$ cat config.mk
export PLATFORM = sky130hd
export DESIGN_NAME = seg7_capture
export DESIGN_NICKNAME = d
export VERILOG_FILES = /design/src/rtl/seg7_pkg.sv /design/src/rtl/seg7_decode.sv /design/src/rtl/seg7_capture.sv
export SDC_FILE = /design/constraint.sdc
export NUM_CORES = 1
export LEC_CHECK = 0
export CAP_MARGIN = 40
export CORE_MARGIN = 1
export CORE_UTILIZATION = 57
export DETAILED_ROUTE_END_ITERATION = 10
export PLACE_DENSITY = 0.82
export SLEW_MARGIN = 40
export SYNTH_ARGS = -nofsm -noshare
export SYNTH_HDL_FRONTEND = slang
export SYNTH_HIERARCHICAL = 1
export SYNTH_SLANG_ARGS = --single-unit
export TNS_END_PERCENT = 50
$ cat constraint.sdc
create_clock -name clk -period 7.8 [get_ports clk]
set_input_delay 1.56 -clock clk [delete_from_list [all_inputs] [get_ports clk]]
set_output_delay 1.56 -clock clk [all_outputs]
set_load 0.005 [all_outputs]
$ cat src/rtl/seg7_pkg.sv
// Shared 7-segment definitions used by the hex encoders and by the capture decoder.
// All glyph constants are active-high, bit 0 = a ... bit 6 = g.
package seg7_pkg;

  localparam logic [6:0] SEG_0     = 7'h3F;
  localparam logic [6:0] SEG_1     = 7'h06;
  localparam logic [6:0] SEG_2     = 7'h5B;
  localparam logic [6:0] SEG_3     = 7'h4F;
  localparam logic [6:0] SEG_4     = 7'h66;
  localparam logic [6:0] SEG_5     = 7'h6D;
  localparam logic [6:0] SEG_6     = 7'h7D;
  localparam logic [6:0] SEG_7     = 7'h07;
  localparam logic [6:0] SEG_8     = 7'h7F;
  localparam logic [6:0] SEG_9     = 7'h6F;
  localparam logic [6:0] SEG_A     = 7'h77;
  localparam logic [6:0] SEG_B     = 7'h7C;
  localparam logic [6:0] SEG_C     = 7'h39;
  localparam logic [6:0] SEG_D     = 7'h5E;
  localparam logic [6:0] SEG_E     = 7'h79;
  localparam logic [6:0] SEG_F     = 7'h71;
  localparam logic [6:0] SEG_BLANK = 7'h00;

  typedef struct packed {
    logic       hit;
    logic [3:0] code;
  } seg7_match_t;

  // What a stable sample turns into, decided by how many anodes are lit.
  typedef enum logic [1:0] {
    CMT_NONE,
    CMT_WRITE,
    CMT_MULTI
  } commit_kind_t;

  function automatic logic [6:0] seg7_encode(input logic [3:0] code);
    logic [6:0] pat;
    case (code)
      4'h0: pat = SEG_0;
      4'h1: pat = SEG_1;
      4'h2: pat = SEG_2;
      4'h3: pat = SEG_3;
      4'h4: pat = SEG_4;
      4'h5: pat = SEG_5;
      4'h6: pat = SEG_6;
      4'h7: pat = SEG_7;
      4'h8: pat = SEG_8;
      4'h9: pat = SEG_9;
      4'hA: pat = SEG_A;
      4'hB: pat = SEG_B;
      4'hC: pat = SEG_C;
      4'hD: pat = SEG_D;
      4'hE: pat = SEG_E;
      default: pat = SEG_F;
    endcase
    return pat;
  endfunction

  // Inverse of seg7_encode; hit is low for anything outside the glyph table.
  function automatic seg7_match_t seg7_match(input logic [6:0] pat);
    seg7_match_t m;
    m.hit = 1'b1;
    case (pat)
      SEG_0: m.code = 4'h0;
      SEG_1: m.code = 4'h1;
      SEG_2: m.code = 4'h2;
      SEG_3: m.code = 4'h3;
      SEG_4: m.code = 4'h4;
      SEG_5: m.code = 4'h5;
      SEG_6: m.code = 4'h6;
      SEG_7: m.code = 4'h7;
      SEG_8: m.code = 4'h8;
      SEG_9: m.code = 4'h9;
      SEG_A: m.code = 4'hA;
      SEG_B: m.code = 4'hB;
      SEG_C: m.code = 4'hC;
      SEG_D: m.code = 4'hD;
      SEG_E: m.code = 4'hE;
      SEG_F: m.code = 4'hF;
      default: begin
        m.hit  = 1'b0;
        m.code = 4'h0;
      end
    endcase
    return m;
  endfunction

endpackage

$ cat src/rtl/seg7_decode.sv
// Combinational segment-pattern decoder: active-high pattern in, {hit, blank, hex} out.
module seg7_decode
  import seg7_pkg::*;
(
  input  logic [6:0] pat,
  output logic       hit,
  output logic       blank,
  output logic [3:0] hex
);

  seg7_match_t m;

  assign m     = seg7_match(pat);
  assign hit   = m.hit;
  assign hex   = m.code;
  assign blank = (pat == SEG_BLANK);

endmodule

$ cat src/rtl/seg7_capture.sv
// Reads a multiplexed 7-segment bus back into per-digit hex registers, committing
// a pattern only after it has been stable for STABLE synchronised samples.
module seg7_capture
  import seg7_pkg::*;
#(
  parameter bit INVERT    = 1'b1,
  parameter bit AN_INVERT = 1'b1,
  parameter int DIGITS    = 4,
  parameter int STABLE    = 4
) (
  input  logic                  clk,
  input  logic                  rst,
  input  logic [6:0]            seg,
  input  logic [DIGITS-1:0]     an,
  output logic [4*DIGITS-1:0]   hex,
  output logic [DIGITS-1:0]     valid,
  output logic [DIGITS-1:0]     blank,
  output logic                  update,
  output logic                  err
);

  localparam logic [6:0]        SEG_IDLE  = INVERT ? 7'h7F : 7'h00;
  localparam logic [DIGITS-1:0] AN_IDLE   = AN_INVERT ? {DIGITS{1'b1}} : {DIGITS{1'b0}};
  localparam logic [7:0]        STABLE_C  = 8'(STABLE);
  localparam logic [7:0]        STABLE_M1 = 8'(STABLE - 1);

  logic [6:0]          seg_s1, seg_s2;
  logic [DIGITS-1:0]   an_s1, an_s2;
  logic [7:0]          cnt;
  logic                same;
  logic                commit;
  logic [6:0]          seg_n;
  logic [DIGITS-1:0]   an_n;
  logic [3:0]          n_an;
  commit_kind_t        kind;
  logic                dec_hit, dec_blank;
  logic [3:0]          dec_hex;
  logic [4*DIGITS-1:0] hex_nx;
  logic [DIGITS-1:0]   valid_nx, blank_nx;
  logic                update_nx, err_nx;

  // Idle level is the inactive pin level so a freshly reset bus reads as all off.
  always_ff @(posedge clk or posedge rst) begin
    if (rst) begin
      seg_s1 <= SEG_IDLE;
      seg_s2 <= SEG_IDLE;
      an_s1  <= AN_IDLE;
      an_s2  <= AN_IDLE;
    end else begin
      seg_s1 <= seg;
      seg_s2 <= seg_s1;
      an_s1  <= an;
      an_s2  <= an_s1;
    end
  end

  // The sample entering stage 2 is compared with the one already there.
  assign same   = (seg_s1 == seg_s2) && (an_s1 == an_s2);
  assign commit = same && (cnt == STABLE_M1);

  always_ff @(posedge clk or posedge rst) begin
    if (rst) begin
      cnt <= 8'd0;
    end else if (!same) begin
      cnt <= 8'd0;
    end else if (cnt != STABLE_C) begin
      cnt <= cnt + 8'd1;
    end
  end

  assign seg_n = seg_s2 ^ {7{INVERT}};
  assign an_n  = an_s2 ^ {DIGITS{AN_INVERT}};

  always_comb begin
    n_an = 4'd0;
    for (int i = 0; i < DIGITS; i++) begin
      if (an_n[i]) n_an = n_an + 4'd1;
    end
    if (n_an == 4'd0)      kind = CMT_NONE;
    else if (n_an == 4'd1) kind = CMT_WRITE;
    else                   kind = CMT_MULTI;
  end

  seg7_decode u_decode (
    .pat   (seg_n),
    .hit   (dec_hit),
    .blank (dec_blank),
    .hex   (dec_hex)
  );

  // Unrecognised and blank patterns keep the old hex nibble; only the flags move.
  always_comb begin
    hex_nx    = hex;
    valid_nx  = valid;
    blank_nx  = blank;
    update_nx = 1'b0;
    err_nx    = 1'b0;
    if (commit) begin
      case (kind)
        CMT_MULTI: err_nx = 1'b1;
        CMT_WRITE: begin
          for (int i = 0; i < DIGITS; i++) begin
            if (an_n[i]) begin
              if (dec_hit) begin
                hex_nx[4*i +: 4] = dec_hex;
                valid_nx[i]      = 1'b1;
                blank_nx[i]      = 1'b0;
              end else begin
                valid_nx[i] = 1'b0;
                blank_nx[i] = dec_blank;
              end
            end
          end
          err_nx    = !dec_hit && !dec_blank;
          update_nx = ({hex_nx, valid_nx, blank_nx} != {hex, valid, blank});
        end
        default: ;
      endcase
    end
  end

  always_ff @(posedge clk or posedge rst) begin
    if (rst) begin
      hex    <= '0;
      valid  <= '0;
      blank  <= '0;
      update <= 1'b0;
      err    <= 1'b0;
    end else begin
      hex    <= hex_nx;
      valid  <= valid_nx;
      blank  <= blank_nx;
      update <= update_nx;
      err    <= err_nx;
    end
  end

endmodule

layer_met1.png
Bar = 20 um.
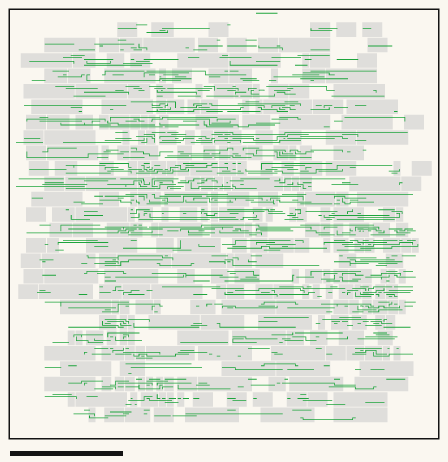
wire length on this layer: 2940 um
longest straight run: 21.6 um
main direction: horizontal
share of all routed wire: 45%
nets with wire on the layer: 299

layer_met2.png
Bar = 20 um.
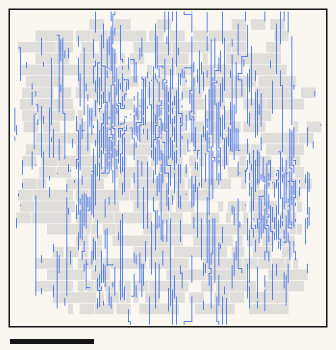
share of all routed wire: 46%
wire length on this layer: 2980 um

layer_met3.png
Bar = 20 um.
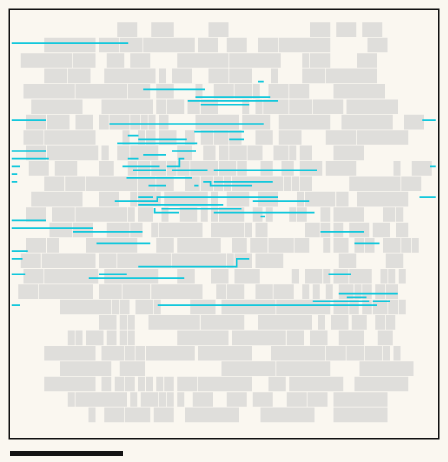
wire length on this layer: 499 um
share of all routed wire: 7.7%
main direction: horizontal
nets with wire on the layer: 45
longest straight run: 38.4 um

==> impl_metrics.py <==
# Synthesis and PnR figures
metrics = {
    "synth": {
        "synthSimpleGateAreaFrac_pct": 18.4,
        "most_common_cell": "dfrtp_1",
        "floorplan.nets": 301,
        "syn_area_per_cell_um2": 10.9,
        "ys_seq_share_pct": 46.3,
        "yosys-stat-cells": 283,
    },
    "global_route": {
        "grt_usage_pct": 25.1,
        "grt.overflow.total": 0,
        "grt_max_degree": 57,
        "grt_pass1_wl_um": 10700,
    },
    "clock_network": {
        "cts_buffers": 5,
        "clock_sinks": 56,
        "clock_path_buffers": 2,
    },
    "run": {
        "tool_warnings": 28,
    },
    "cells_and_area": {
        "regArea_um2": 1430,
        "design_area_um2": 3610,
        "largest_reg_flops": 16,
        "buffers": 41,
        "sh_comb_area_pct": 41.5,
        "top_regs": "hex (16), cnt (8)",
        "finalNonFillerCells": 390,
        "comb_cells": 189,
        "inv_count": 26,
        "nFillCells": 396,
    },
    "power_and_ir_drop": {
        "clock_power_mw": 0.153,
        "total_power_mw": 0.529,
        "p_switching_mw": 0.141,
    },
    "timing": {
        "max_slew_margin_pct": 44.8,
        "hold_viol_final": 0,
        "finalSetupTns_ns": 0,
        "fin_hold_ws_ns": 0.377,
        "drv_slew": 0,
    },
    "worst_setup_path": {
        "rr_worst_depth": 10,
        "crit_type": "flip-flop to flip-flop",
        "rr_startpoint": "seg_s2[4]$_DFF_PP1_",
    },
    "route": {
        "met3_length_um": 499,
    },
    "placed_design": {
        "place_hpwl_um": 4730,
    },
    "status": {
        "status": "complete, no violations",
    },
}
layer_met4.png
Bar = 20 um.
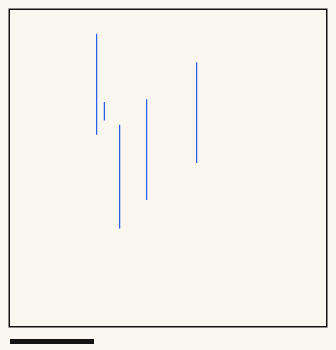
wire length on this layer: 100 um
longest straight run: 24.5 um
main direction: vertical

congestion.png
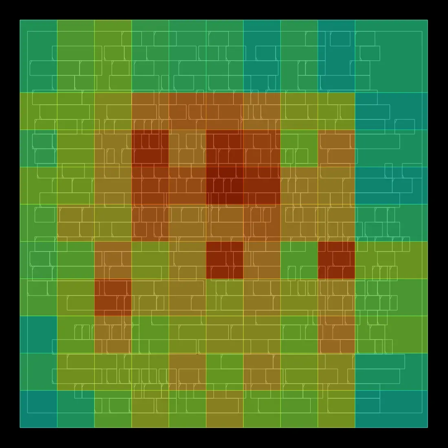
GR met1 Demand/Resource: 37.2%
met2 usage: 37.8%

